===== src/rtl/instr_fetch_unit_pkg.sv =====
// rtl/instr_fetch_unit_pkg.sv - shared types and constants for the instruction fetch unit
package instr_fetch_unit_pkg;

  typedef logic [31:0] word_t;

  typedef enum logic [1:0] {
    FETCH  = 2'd0,
    EXEC   = 2'd1,
    HALTED = 2'd2
  } fetch_state_t;

  localparam logic [1:0] PCSRC_NEXT   = 2'b00;
  localparam logic [1:0] PCSRC_BRANCH = 2'b01;
  localparam logic [1:0] PCSRC_JUMP   = 2'b10;
  localparam logic [1:0] PCSRC_JR     = 2'b11;

endpackage


===== src/rtl/instr_fetch_unit_if.sv =====
// rtl/instr_fetch_unit_if.sv - imem and control-unit signal bundle of the fetch unit
interface instr_fetch_unit_if;
  import instr_fetch_unit_pkg::*;

  // imem side
  logic        ihit;
  word_t       iload;
  logic        iREN;
  word_t       iaddr;

  // control-unit side
  logic        PCen;
  logic [1:0]  PCsrc;
  logic        halt;
  logic [15:0] imm_addr;
  logic [25:0] j_addr;
  word_t       jr_addr;
  logic        pc_stall;
  word_t       instr;
  logic        instr_valid;
  word_t       pc;
  word_t       npc;
  logic        halted;
  word_t       retired_count;

  // master: the fetch unit itself
  modport master (
    input  ihit, iload, PCen, PCsrc, halt, imm_addr, j_addr, jr_addr, pc_stall,
    output iREN, iaddr, instr, instr_valid, pc, npc, halted, retired_count
  );

  // slave: the memory/control-unit environment around it
  modport slave (
    output ihit, iload, PCen, PCsrc, halt, imm_addr, j_addr, jr_addr, pc_stall,
    input  iREN, iaddr, instr, instr_valid, pc, npc, halted, retired_count
  );

endinterface


===== src/rtl/instr_fetch_unit_pc_next_calc.sv =====
// rtl/instr_fetch_unit_pc_next_calc.sv - combinational next-PC selection
module pc_next_calc
  import instr_fetch_unit_pkg::*;
(
  input  word_t       pc,
  input  logic [1:0]  pc_src,
  input  logic [15:0] imm_addr,
  input  logic [25:0] j_addr,
  input  word_t       jr_addr,
  output word_t       next_pc,
  output word_t       npc
);

  word_t br_off;
  logic  unused_jr_low;

  assign npc           = pc + 32'd4;
  // Branch offset is in words: sign-extend then scale by 4.
  assign br_off        = {{14{imm_addr[15]}}, imm_addr, 2'b00};
  // jr targets are forced word-aligned, so the low rs bits are dropped.
  assign unused_jr_low = ^jr_addr[1:0];

  // Select the successor PC for the committing instruction.
  always_comb begin
    next_pc = npc;
    unique case (pc_src)
      PCSRC_NEXT:   next_pc = npc;
      PCSRC_BRANCH: next_pc = npc + br_off;
      PCSRC_JUMP:   next_pc = {npc[31:28], j_addr, 2'b00};
      PCSRC_JR:     next_pc = {jr_addr[31:2], 2'b00};
      default:      next_pc = npc;
    endcase
  end

endmodule


===== src/rtl/instr_fetch_unit.sv =====
// rtl/instr_fetch_unit.sv - PC owner, imem fetch handshake, halt latch and retire counter
module instr_fetch_unit
  import instr_fetch_unit_pkg::*;
#(
  parameter word_t PC_INIT   = 32'h0000_0000,
  parameter word_t NOP_INSTR = 32'h0000_0000
) (
  input logic              CLK,
  input logic              nRST,
  instr_fetch_unit_if.master bus
);

  fetch_state_t state;
  word_t        pc_q;
  word_t        instr_q;
  word_t        count_q;
  logic         valid_q;
  logic         halted_q;
  word_t        next_pc;
  word_t        npc;
  logic         commit;

  pc_next_calc u_pc_next_calc (
    .pc       (pc_q),
    .pc_src   (bus.PCsrc),
    .imm_addr (bus.imm_addr),
    .j_addr   (bus.j_addr),
    .jr_addr  (bus.jr_addr),
    .next_pc  (next_pc),
    .npc      (npc)
  );

  // A held instruction retires only when the datapath is not busy.
  assign commit = bus.PCen & ~bus.pc_stall;

  // Fetch/execute/halt sequencing with all architectural state registered.
  always_ff @(posedge CLK or negedge nRST) begin
    if (!nRST) begin
      state    <= FETCH;
      pc_q     <= PC_INIT;
      instr_q  <= NOP_INSTR;
      valid_q  <= 1'b0;
      halted_q <= 1'b0;
      count_q  <= '0;
    end else begin
      unique case (state)
        FETCH: begin
          if (bus.ihit) begin
            instr_q <= bus.iload;
            valid_q <= 1'b1;
            state   <= EXEC;
          end
        end
        EXEC: begin
          // HALT retires but never advances the PC, even if commit is also seen.
          if (bus.halt) begin
            halted_q <= 1'b1;
            valid_q  <= 1'b0;
            count_q  <= count_q + 32'd1;
            state    <= HALTED;
          end else if (commit) begin
            pc_q    <= next_pc;
            valid_q <= 1'b0;
            count_q <= count_q + 32'd1;
            state   <= FETCH;
          end
        end
        HALTED: begin
          state <= HALTED;
        end
        default: begin
          state <= FETCH;
        end
      endcase
    end
  end

  assign bus.iREN          = (state == FETCH);
  assign bus.iaddr         = pc_q;
  assign bus.pc            = pc_q;
  assign bus.npc           = npc;
  assign bus.instr         = valid_q ? instr_q : NOP_INSTR;
  assign bus.instr_valid   = valid_q;
  assign bus.halted        = halted_q;
  assign bus.retired_count = count_q;

endmodule

===== src/flat_wrapper.sv =====
// flat-port wrapper written by rule: the top's interface ports become plain ports
module instr_fetch_unit_flat import instr_fetch_unit_pkg::*;
#(
  parameter word_t PC_INIT   = 32'h0000_0000,
  parameter word_t NOP_INSTR = 32'h0000_0000
)
  (CLK, nRST, bus_ihit, bus_iload, bus_PCen, bus_PCsrc, bus_halt, bus_imm_addr, bus_j_addr, bus_jr_addr, bus_pc_stall, bus_iREN, bus_iaddr, bus_instr, bus_instr_valid, bus_pc, bus_npc, bus_halted, bus_retired_count);
  instr_fetch_unit_if bus_i ();
  input logic CLK;
  input logic nRST;
  input wire logic [$bits(bus_i.ihit)-1:0] bus_ihit;
  input wire logic [$bits(bus_i.iload)-1:0] bus_iload;
  input wire logic [$bits(bus_i.PCen)-1:0] bus_PCen;
  input wire logic [$bits(bus_i.PCsrc)-1:0] bus_PCsrc;
  input wire logic [$bits(bus_i.halt)-1:0] bus_halt;
  input wire logic [$bits(bus_i.imm_addr)-1:0] bus_imm_addr;
  input wire logic [$bits(bus_i.j_addr)-1:0] bus_j_addr;
  input wire logic [$bits(bus_i.jr_addr)-1:0] bus_jr_addr;
  input wire logic [$bits(bus_i.pc_stall)-1:0] bus_pc_stall;
  output wire logic [$bits(bus_i.iREN)-1:0] bus_iREN;
  output wire logic [$bits(bus_i.iaddr)-1:0] bus_iaddr;
  output wire logic [$bits(bus_i.instr)-1:0] bus_instr;
  output wire logic [$bits(bus_i.instr_valid)-1:0] bus_instr_valid;
  output wire logic [$bits(bus_i.pc)-1:0] bus_pc;
  output wire logic [$bits(bus_i.npc)-1:0] bus_npc;
  output wire logic [$bits(bus_i.halted)-1:0] bus_halted;
  output wire logic [$bits(bus_i.retired_count)-1:0] bus_retired_count;
  assign bus_i.ihit = bus_ihit;
  assign bus_i.iload = bus_iload;
  assign bus_i.PCen = bus_PCen;
  assign bus_i.PCsrc = bus_PCsrc;
  assign bus_i.halt = bus_halt;
  assign bus_i.imm_addr = bus_imm_addr;
  assign bus_i.j_addr = bus_j_addr;
  assign bus_i.jr_addr = bus_jr_addr;
  assign bus_i.pc_stall = bus_pc_stall;
  assign bus_iREN = bus_i.iREN;
  assign bus_iaddr = bus_i.iaddr;
  assign bus_instr = bus_i.instr;
  assign bus_instr_valid = bus_i.instr_valid;
  assign bus_pc = bus_i.pc;
  assign bus_npc = bus_i.npc;
  assign bus_halted = bus_i.halted;
  assign bus_retired_count = bus_i.retired_count;
  instr_fetch_unit #(.PC_INIT(PC_INIT), .NOP_INSTR(NOP_INSTR)) u_core (.CLK(CLK), .nRST(nRST), .bus(bus_i));
endmodule

===== config.mk =====
export PLATFORM = sky130hd
export DESIGN_NAME = instr_fetch_unit_flat
export DESIGN_NICKNAME = d
export VERILOG_FILES = /design/src/rtl/instr_fetch_unit_pkg.sv /design/src/rtl/instr_fetch_unit_if.sv /design/src/rtl/instr_fetch_unit_pc_next_calc.sv /design/src/rtl/instr_fetch_unit.sv /design/src/flat_wrapper.sv
export SDC_FILE = /design/constraint.sdc
export NUM_CORES = 1
export LEC_CHECK = 0
export ABC_AREA = 0
export CAP_MARGIN = 10
export CORE_ASPECT_RATIO = 0.6
export CORE_MARGIN = 5
export CORE_UTILIZATION = 46
export CTS_CLUSTER_DIAMETER = 50
export CTS_CLUSTER_SIZE = 14
export DETAILED_ROUTE_END_ITERATION = 10
export GPL_TIMING_DRIVEN = 0
export PLACE_DENSITY_LB_ADDON = 0.05
export SYNTH_ARGS = -nofsm -noshare
export SYNTH_HDL_FRONTEND = slang
export SYNTH_HIERARCHICAL = 1
export SYNTH_SLANG_ARGS = --single-unit

===== constraint.sdc =====
create_clock -name CLK -period 4.3 [get_ports CLK]
set_clock_uncertainty 0.15 [all_clocks]
set_input_delay 0.86 -clock CLK [delete_from_list [all_inputs] [get_ports CLK]]
set_output_delay 0.86 -clock CLK [all_outputs]
set_load 0.02 [all_outputs]

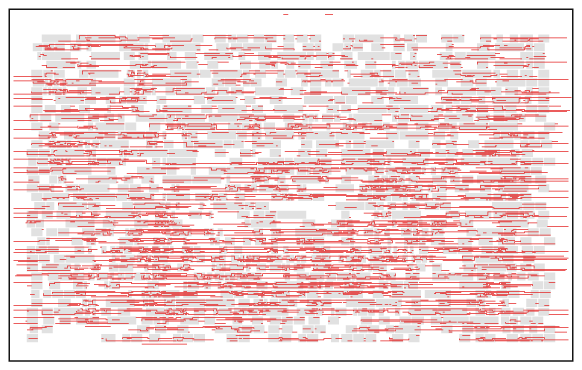
(images/met1.png)
Cells faint in the background.
share of all routed wire	48%
longest straight run	55.7 µm
wire length on this layer	11800 µm
nets with wire on the layer	1043
main direction	horizontal
routed via count: 6624
final wirelength: 24500 µm
GR met1 Demand/Resource: 0.381

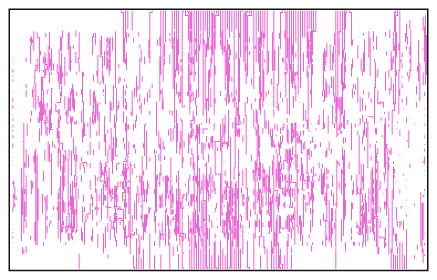
(images/met2.png)
main direction	vertical
nets with wire on the layer	1017
wire length on this layer	10100 µm
met2 Use GR: 0.363

==> flow_summary_export.csv <==
group,metric,value,unit
logic_synthesis,synth-edff-count,0,
cts,root_buffer,"clkbuf_16",
logic_synthesis,top_area_cell,"dfrtp_1",
drt,drt-initial-drc-count,633,
drt,ant_nets,0,
power,power.internal,4.20,mW
critical_path,cp_max_fo,9,
logic_synthesis,postSynthSeqShare,0.340,
placement,portBuffers,273,
drt,drc,0,
logic_synthesis,synth_cells,723,
sta,clock.fmax,237,MHz
drt,dr.pass1.iters,5,
logic_synthesis,top_cell,"dfrtp_1",
power,switchingPower,3.24,mW
sta,rsz0062_at_grt,"true",
sta,min_period,4.22,ns
logic_synthesis,common_cells,"dfrtp_1, mux2_2, nor2_1, nand2_1, xnor2_1",
sta,setup_viol,0,
floorplan,die_w,173,µm
status,outcome,"complete, no violations",
placement,place_congestion,0.927,
critical_path,cp_slowest_cell,"dfrtp_2",
cts,post_cts_buffers,9,
logic_synthesis,ys_sh_simple,0.172,
global_routing,antenna_found_initial,1,
sta,slew_violations,0,
logic_synthesis,avgSynthCellArea,10.2,µm²
sta,relSlewSlack,0.376,
floorplan,chip_area,18700,µm²
power,leakage,4.69,nW
floorplan,core,15500,µm²
layout,syn2layout_area_growth,47.7,%
power,pwr-share-clk,0.109,
logic_synthesis,ys.warnings.count,6,
power,pg_seq,1.64,mW
sta,fin_crit_sh,0.981,
job,max_cap_viol_count,0,
logic_synthesis,synthTopLogicFamily,"simple AND/OR/NAND/NOR gates",
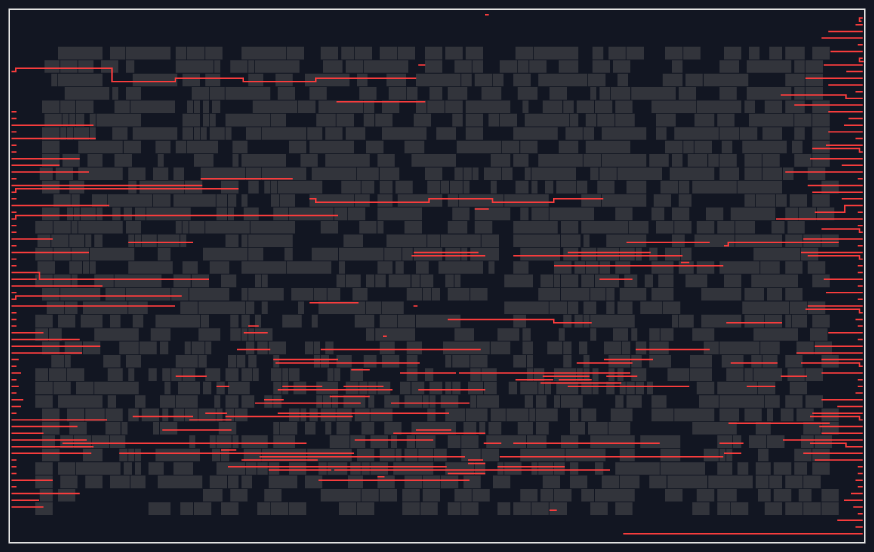
(images/met3.png)
Cells faint in the background.
nets with wire on the layer	202
share of all routed wire	10%
main direction	horizontal

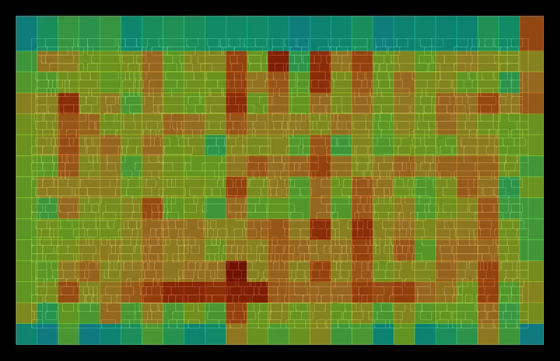
(images/final_congestion.png)
GR Util All Layers: 0.255
met3 Usage GRT: 0.0908
Final Util: 0.700

[per-layer routing]
metal  GRT usage  wire, µm  vias up
met2       0.363     10100      305
met1       0.381     11800     3140
met5           0        13        -
li1            -         -     3165
met3      0.0908      2470       12
met4      0.0302       136        2
[final cells by class]
class / count / area, µm²
timing repair buffer: 285 / 2860
buffer: 57 / 350
sequential: 100 / 2510
clock buffer: 9 / 225
inverter: 19 / 71.3
clock inverter: 7 / 67.6
fill: 1234 / 4660
multi-input combinational: 545 / 4550
tap: 203 / 254
[stage by stage]
stage | cell area [µm²] | hold slack (ns) | utilization | TNS, ns
floorplan | 7370 | 0.282 | - | 0
global placement | 10400 | 0.297 | 0.666 | -182.91
detailed placement | 10400 | 0.304 | 0.668 | -7.46
CTS | 10800 | 0.309 | 0.696 | 0
global route | 10900 | 0.329 | 0.700 | -0.0835
finish | 10900 | 0.307 | 0.700 | 0
[cell usage in the layout, fill, tap and decap left out, drive strengths merged, types with 4 or more instances in the layout]
master | Yosys | routed
a211oi | 5 | 5
a21o | 14 | 14
a21oi | 23 | 23
a221o | 4 | 4
and2 | 40 | 40
and3 | 5 | 5
and4 | 4 | 4
buf | 45 | 58
clkbuf | 14 | 21
clkdlybuf4s50 | 0 | 271
dfrtp | 100 | 100
ha | 35 | 35
inv | 19 | 23
mux2 | 66 | 66
mux2i | 4 | 4
mux4 | 21 | 21
nand2 | 47 | 47
nand3 | 28 | 28
nand4 | 16 | 16
nor2 | 49 | 49
nor2b | 9 | 9
nor3 | 16 | 16
nor4 | 4 | 4
o211a | 4 | 4
o211ai | 5 | 5
o21ai | 23 | 23
o31ai | 4 | 4
xnor2 | 45 | 45
xor2 | 35 | 35
Power and IR drop assume default switching activity.
